<file path="src/rtl/capture_ctrl.sv">
// capture_ctrl: streams probe samples into a 1K-word BRAM used as a circular
// buffer, freezes 1024 samples around a trigger with a programmable pre-trigger
// depth, then replays them oldest-first over a valid/ready handshake.
module capture_ctrl #(
  parameter int ADDR_W = 10,
  parameter int DATA_W = 16
) (
  input  logic              in_clk,
  input  logic              in_rst,
  input  logic              in_arm,
  input  logic              in_abort,
  input  logic [ADDR_W-1:0] in_pretrig,
  input  logic              in_sample_en,
  input  logic [DATA_W-1:0] in_sample,
  input  logic              in_trig,
  input  logic              in_rd_start,
  input  logic              in_rd_ready,
  input  logic [DATA_W-1:0] in_ram_data,
  output logic              out_ram_we,
  output logic [ADDR_W-1:0] out_ram_addr,
  output logic [DATA_W-1:0] out_ram_data,
  output logic              out_rd_valid,
  output logic [DATA_W-1:0] out_rd_data,
  output logic [ADDR_W-1:0] out_start_addr,
  output logic              out_busy,
  output logic              out_armed,
  output logic              out_done
);

  typedef enum logic [2:0] {
    S_IDLE, S_FILL, S_WAIT_TRIG, S_POST, S_DONE, S_RD_ADDR, S_RD_CAP, S_RD_HOLD
  } state_t;

  localparam logic [ADDR_W-1:0] ADDR_LAST = '1;
  localparam logic [ADDR_W-1:0] ADDR_ONE  = {{(ADDR_W-1){1'b0}}, 1'b1};

  state_t            state;
  logic [ADDR_W-1:0] pretrig;   // latched pre-trigger depth P
  logic [ADDR_W-1:0] wr_ptr;    // next circular write address
  logic [ADDR_W-1:0] remain;    // writes left in FILL, or post-trigger writes left in POST
  logic [ADDR_W-1:0] rd_idx;    // readout word index, 0 = oldest

  // Status flags {busy, armed, done} that belong to a state; loaded together
  // with the state so the flags are registered and change on the same edge.
  function automatic logic [2:0] status_of(input state_t s);
    status_of = {(s == S_FILL) || (s == S_WAIT_TRIG) || (s == S_POST),
                 (s == S_WAIT_TRIG),
                 (s == S_DONE)};
  endfunction

  // Sequencer: capture writes, trigger handling and the 3-cycle readout loop.
  always_ff @(posedge in_clk or posedge in_rst) begin
    if (in_rst) begin
      state          <= S_IDLE;
      pretrig        <= '0;
      wr_ptr         <= '0;
      remain         <= '0;
      rd_idx         <= '0;
      out_ram_we     <= 1'b0;
      out_ram_addr   <= '0;
      out_ram_data   <= '0;
      out_rd_valid   <= 1'b0;
      out_rd_data    <= '0;
      out_start_addr <= '0;
      out_busy       <= 1'b0;
      out_armed      <= 1'b0;
      out_done       <= 1'b0;
    end else begin
      out_ram_we <= 1'b0;
      if (in_abort) begin
        state        <= S_IDLE;
        out_rd_valid <= 1'b0;
        {out_busy, out_armed, out_done} <= status_of(S_IDLE);
      end else begin
        case (state)
          S_IDLE, S_DONE: begin
            if (in_arm) begin
              pretrig <= in_pretrig;
              wr_ptr  <= '0;
              remain  <= in_pretrig;
              if (in_pretrig == '0) begin
                state <= S_WAIT_TRIG;
                {out_busy, out_armed, out_done} <= status_of(S_WAIT_TRIG);
              end else begin
                state <= S_FILL;
                {out_busy, out_armed, out_done} <= status_of(S_FILL);
              end
            end else if ((state == S_DONE) && in_rd_start) begin
              rd_idx       <= '0;
              out_ram_addr <= out_start_addr;
              state        <= S_RD_ADDR;
              {out_busy, out_armed, out_done} <= status_of(S_RD_ADDR);
            end
          end
          S_FILL: begin
            if (in_sample_en) begin
              out_ram_we   <= 1'b1;
              out_ram_addr <= wr_ptr;
              out_ram_data <= in_sample;
              wr_ptr       <= wr_ptr + ADDR_ONE;
              remain       <= remain - ADDR_ONE;
              if (remain == ADDR_ONE) begin
                state <= S_WAIT_TRIG;
                {out_busy, out_armed, out_done} <= status_of(S_WAIT_TRIG);
              end
            end
          end
          S_WAIT_TRIG: begin
            if (in_sample_en) begin
              out_ram_we   <= 1'b1;
              out_ram_addr <= wr_ptr;
              out_ram_data <= in_sample;
              wr_ptr       <= wr_ptr + ADDR_ONE;
              if (in_trig) begin
                // oldest kept sample sits P words before the trigger, modulo depth
                out_start_addr <= wr_ptr - pretrig;
                remain         <= ADDR_LAST - pretrig;
                if (pretrig == ADDR_LAST) begin
                  state <= S_DONE;
                  {out_busy, out_armed, out_done} <= status_of(S_DONE);
                end else begin
                  state <= S_POST;
                  {out_busy, out_armed, out_done} <= status_of(S_POST);
                end
              end
            end
          end
          S_POST: begin
            if (in_sample_en) begin
              out_ram_we   <= 1'b1;
              out_ram_addr <= wr_ptr;
              out_ram_data <= in_sample;
              wr_ptr       <= wr_ptr + ADDR_ONE;
              remain       <= remain - ADDR_ONE;
              if (remain == ADDR_ONE) begin
                state <= S_DONE;
                {out_busy, out_armed, out_done} <= status_of(S_DONE);
              end
            end
          end
          S_RD_ADDR: begin
            // address is on the BRAM this cycle; data returns next cycle
            state <= S_RD_CAP;
          end
          S_RD_CAP: begin
            out_rd_data  <= in_ram_data;
            out_rd_valid <= 1'b1;
            state        <= S_RD_HOLD;
          end
          S_RD_HOLD: begin
            if (in_rd_ready) begin
              out_rd_valid <= 1'b0;
              rd_idx       <= rd_idx + ADDR_ONE;
              if (rd_idx == ADDR_LAST) begin
                state <= S_DONE;
                {out_busy, out_armed, out_done} <= status_of(S_DONE);
              end else begin
                out_ram_addr <= out_start_addr + rd_idx + ADDR_ONE;
                state        <= S_RD_ADDR;
              end
            end
          end
          default: begin
            state <= S_IDLE;
            {out_busy, out_armed, out_done} <= status_of(S_IDLE);
          end
        endcase
      end
    end
  end

endmodule

</file>
<file path="config.mk">
export PLATFORM = sky130hd
export DESIGN_NAME = capture_ctrl
export DESIGN_NICKNAME = d
export VERILOG_FILES = /design/src/rtl/capture_ctrl.sv
export SDC_FILE = /design/constraint.sdc
export NUM_CORES = 1
export LEC_CHECK = 0
export CORE_UTILIZATION = 59
export CTS_BUF_LIST = sky130_fd_sc_hd__clkbuf_8
export CTS_CLUSTER_SIZE = 40
export DETAILED_ROUTE_END_ITERATION = 6
export GPL_TIMING_DRIVEN = 0
export HOLD_SLACK_MARGIN = 0.02
export PLACE_DENSITY_LB_ADDON = 0.2
export SYNTH_ARGS = -nofsm -noshare
export SYNTH_HDL_FRONTEND = slang
export SYNTH_SLANG_ARGS = --single-unit
</file>
<file path="constraint.sdc">
create_clock -name in_clk -period 8.1 [get_ports in_clk]
set_input_delay 0.81 -clock in_clk [delete_from_list [all_inputs] [get_ports in_clk]]
set_output_delay 0.81 -clock in_clk [all_outputs]
set_load 0.02 [all_outputs]
</file>
Figure 1. Clock routing.
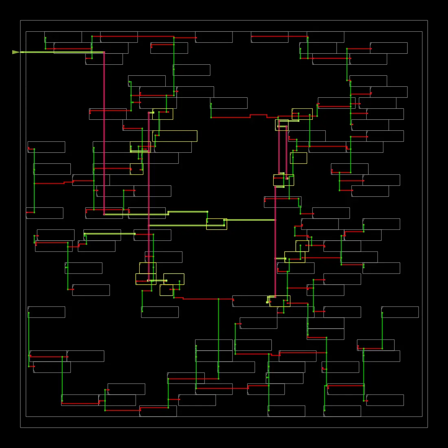
clk latency late pin: 0.37 ns
clkbuf count: 9

==> impl_metrics.ini <==
; physical design summary
[logic_synthesis]
edf_count = 0
yosys_warnings = 0
xor_share = 0.03354
ys_area_um2 = 5746
syn_inst = 617

[worst_setup_path]
cp-start-kind = primary input
critPathTopFamily = AND-OR/OR-AND gates

[final_timing]
fin_crit_ns = 2.759
timing.final.crit_share = 0.3407

[cts]
holdBufCountCts = 0

[detailed_routing]
drc_errors = 0
vias = 5326
top_layer = met4

[run_status]
status = completed

[global_routing]
gr-usage-met1 = 0.4219

[cells_and_area]
buf_share = 0.1694
nNonClkInverters = 29
buffers = 137
fin_area_um2 = 7199

[floorplan]
chip_area_um2 = 10140

[place]
dp.cells = 852

[hold_path]
min_to = out_ram_addr[4]
Figure 2. Drive-strength map.
Bar = 20 um.
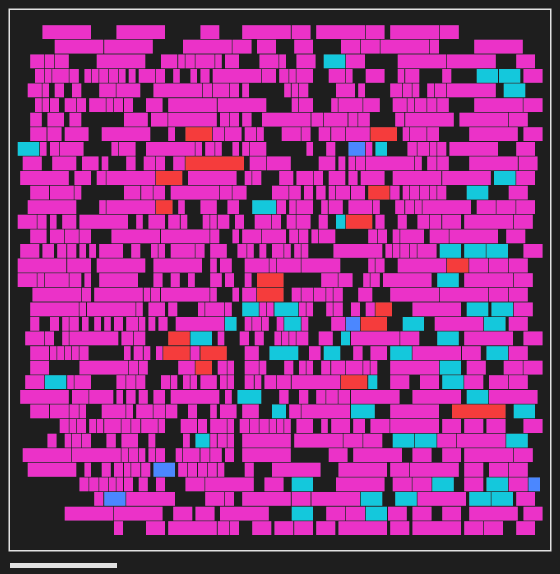
legend:
  magenta:
    size: drive 1 or less
    cells: 665
  red:
    size: drive 6 and up
    cells: 18
  blue:
    size: drive 3 to 4
    cells: 5
  cyan:
    size: drive 2
    cells: 51

